--- src/rtl/iqdemap_psk.sv ---
// Hard-decision BPSK/QPSK demapper: slices I/Q samples into bits and packs them
// MSB-first into FRAME_BITS-wide words, with per-sample raw decisions alongside.
module iqdemap_psk #(
  parameter int SW         = 11,
  parameter int FRAME_BITS = 128,
  parameter int CW         = 8
) (
  input  logic                  CLK,
  input  logic                  RST,
  input  logic                  ce,
  input  logic                  valid_i,
  input  logic signed [SW-1:0]  ar,
  input  logic signed [SW-1:0]  ai,
  input  logic                  mode,
  input  logic                  sync,
  output logic                  valid_o,
  output logic [FRAME_BITS-1:0] writer_data,
  output logic                  valid_raw,
  output logic [1:0]            raw,
  output logic                  busy
);

  typedef enum logic {IDLE = 1'b0, ACC = 1'b1} state_t;

  state_t                state;
  state_t                state_nxt;
  logic [CW-1:0]         count;
  logic [CW-1:0]         count_nxt;
  logic [CW-1:0]         count_base;
  logic [CW-1:0]         count_sum;
  logic [FRAME_BITS-1:0] shreg;
  logic [FRAME_BITS-1:0] shreg_nxt;
  logic [FRAME_BITS-1:0] shreg_base;
  logic [FRAME_BITS-1:0] shreg_sum;
  logic                  mode_q;
  logic                  mode_nxt;
  logic                  mode_eff;
  logic                  accept;
  logic                  frame_done;
  logic                  d_i;
  logic                  d_q;

  assign accept = ce & valid_i;

  // Strictly positive decides 1: sign bit clear and not all-zero.
  assign d_i = ~ar[SW-1] & (|ar);
  assign d_q = ~ai[SW-1] & (|ai);

  always_ff @(posedge CLK) begin
    if (!RST) begin
      state       <= IDLE;
      count       <= '0;
      shreg       <= '0;
      mode_q      <= 1'b0;
      valid_o     <= 1'b0;
      writer_data <= '0;
      valid_raw   <= 1'b0;
      raw         <= 2'b00;
    end else begin
      state     <= state_nxt;
      count     <= count_nxt;
      shreg     <= shreg_nxt;
      mode_q    <= mode_nxt;
      valid_o   <= frame_done;
      valid_raw <= accept;
      if (frame_done) begin
        writer_data <= shreg_sum;
      end
      if (accept) begin
        raw <= {d_i, mode_eff & d_q};
      end
    end
  end

  // sync clears first, so a sample in the same cycle becomes bit 0 of a new frame.
  always_comb begin
    count_base = sync ? '0 : count;
    shreg_base = sync ? '0 : shreg;
    mode_eff   = (count_base == '0) ? mode : mode_q;
    mode_nxt   = (accept && (count_base == '0)) ? mode : mode_q;
    shreg_sum  = mode_eff ? {shreg_base[FRAME_BITS-3:0], d_i, d_q}
                          : {shreg_base[FRAME_BITS-2:0], d_i};
    count_sum  = count_base + (mode_eff ? CW'(2) : CW'(1));
    frame_done = accept && (count_sum == CW'(FRAME_BITS));
    count_nxt  = count_base;
    shreg_nxt  = shreg_base;
    if (accept) begin
      shreg_nxt = shreg_sum;
      count_nxt = frame_done ? '0 : count_sum;
    end
    state_nxt = (count_nxt == '0) ? IDLE : ACC;
  end

  always_comb begin
    busy = (state == ACC);
  end

endmodule

--- config.mk ---
export PLATFORM = sky130hd
export DESIGN_NAME = iqdemap_psk
export DESIGN_NICKNAME = d
export VERILOG_FILES = /design/src/rtl/iqdemap_psk.sv
export SDC_FILE = /design/constraint.sdc
export NUM_CORES = 1
export LEC_CHECK = 0
export ABC_AREA = 1
export ABC_CLOCK_PERIOD_IN_PS = 6400
export CELL_PAD_IN_SITES_DETAIL_PLACEMENT = 1
export CELL_PAD_IN_SITES_GLOBAL_PLACEMENT = 1
export CORE_MARGIN = 4
export CORE_UTILIZATION = 42
export CTS_CLUSTER_SIZE = 16
export DETAILED_ROUTE_END_ITERATION = 12
export PLACE_DENSITY_LB_ADDON = 0.1
export SYNTH_ARGS = -nofsm -noshare
export SYNTH_HDL_FRONTEND = slang
export SYNTH_SLANG_ARGS = --single-unit
--- constraint.sdc ---
create_clock -name CLK -period 6.4 [get_ports CLK]
set_input_delay 1.28 -clock CLK [delete_from_list [all_inputs] [get_ports CLK]]
set_output_delay 1.28 -clock CLK [all_outputs]
set_load 0.03 [all_outputs]
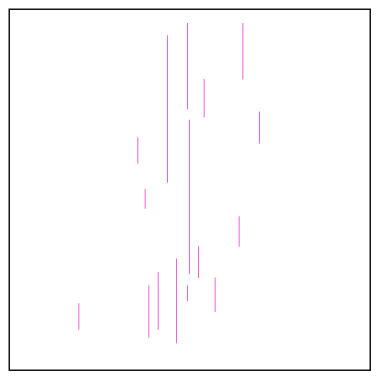
*Metal 4*
Scale: 2 px per um.
main direction	vertical
longest straight run	76.8 um
via count: 12,044
final wirelength: 36.4 mm

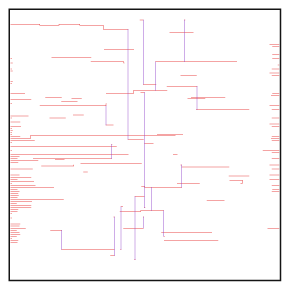
*Signal wires by layer*
Scale: 1.5 px per um. Only two layers are drawn.
colour	layer	wire length
purple	metal 4	443 um
red	metal 3	1,700 um
total global-route track usage: 21.9%
drt wl/cell: 15.4 um

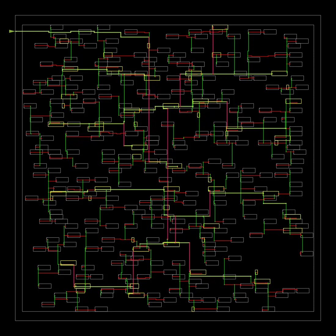
*Clock nets*
Clock group: 0.00171 W
CTS sink count: 269
Latency at later pin: 0.56 ns
Worst Clk Skew: 0.0117 ns

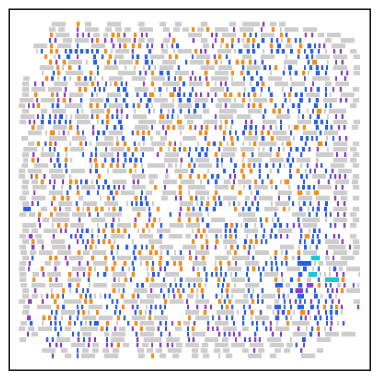
*Gate-type map*
Scale: 2 px per um.
colour	family	cells
purple	NOR gates	292
cyan	adder and majority cells	3
blue	NAND gates	649
orange	inverting AOI/OAI gates	327
most frequent logic cell in the layout: nand2_1
fin cells: 2,361
share of cell area taken by multi-input logic gates: 37.4%

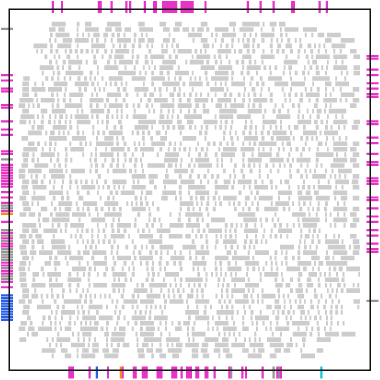
*Ports around the boundary*
Scale: 2 px per um. Pins as bars across the die edge, other pins in grey.
colour	port	pins	direction	edge
magenta	`writer_data`	128	output	35 left, 33 top, 32 bottom, 28 right
cyan	`busy`	1	output	bottom
orange	`raw`	2	output	1 bottom, 1 left
blue	`ai`	11	input	10 left, 1 bottom
port bufs: 160
Die H: 180 um
die width: 180 um

==> results.toml <==
# physical design summary
[worst_hold_path]
min_to = "writer_data[71]"

[synthesis]
top_cell_area_share_pct = 43.5
yosys.area_share.aoi_pct = 13.5
yosysSeqAreaShare_pct = 43.5
async_reset_ff_share_pct = 0
xor_share_pct = 0
fp_nets = 1910
ys_sh_simple_pct = 31.1
synthesis.area_um2 = 12400

[final_layout]
logic_gates = 1272
final_layout_size_suffix_gt1_share_pct = 5.26
top_register = "writer_data"
inv_count = 204
clockNetworkAreaShare_pct = 6.50
design_area_um2 = 14900

[pwr]
p_switching_w = 0.000961
power_frac_seq_pct = 45.7
clkPwrFrac_pct = 45.0
p_seq_w = 0.00173
total_power_w = 0.00379
top_power_group = "sequential cells"

[worst_setup_path]
path_max_fanout = 62
cp_top_family = "simple AND/OR/NAND/NOR gates"
crit_path_max_incr_delay_ns = 0.60

[timing]
max-slew-margin-rel_pct = 23.2
setup-violations-final = 0
tightestPinTransition_ns = 1.15
hold_viol_final = 0

[clock_tree]
path_clk_slew_ns = 0.06

[placement]
place_area_um2 = 14000

[detailed_routing]
wl_met1_mm = 17.5
ant_nets = 0

[global_route]
grt_pass1_vias = 12162
grt_max_degree = 110
overflow = 0
antenna_found_initial = 0

[run]
max-cap-violations = 0

[run_status]
outcome = "completed"
Power figures rest on the tool's default switching activity, not on a simulated workload.
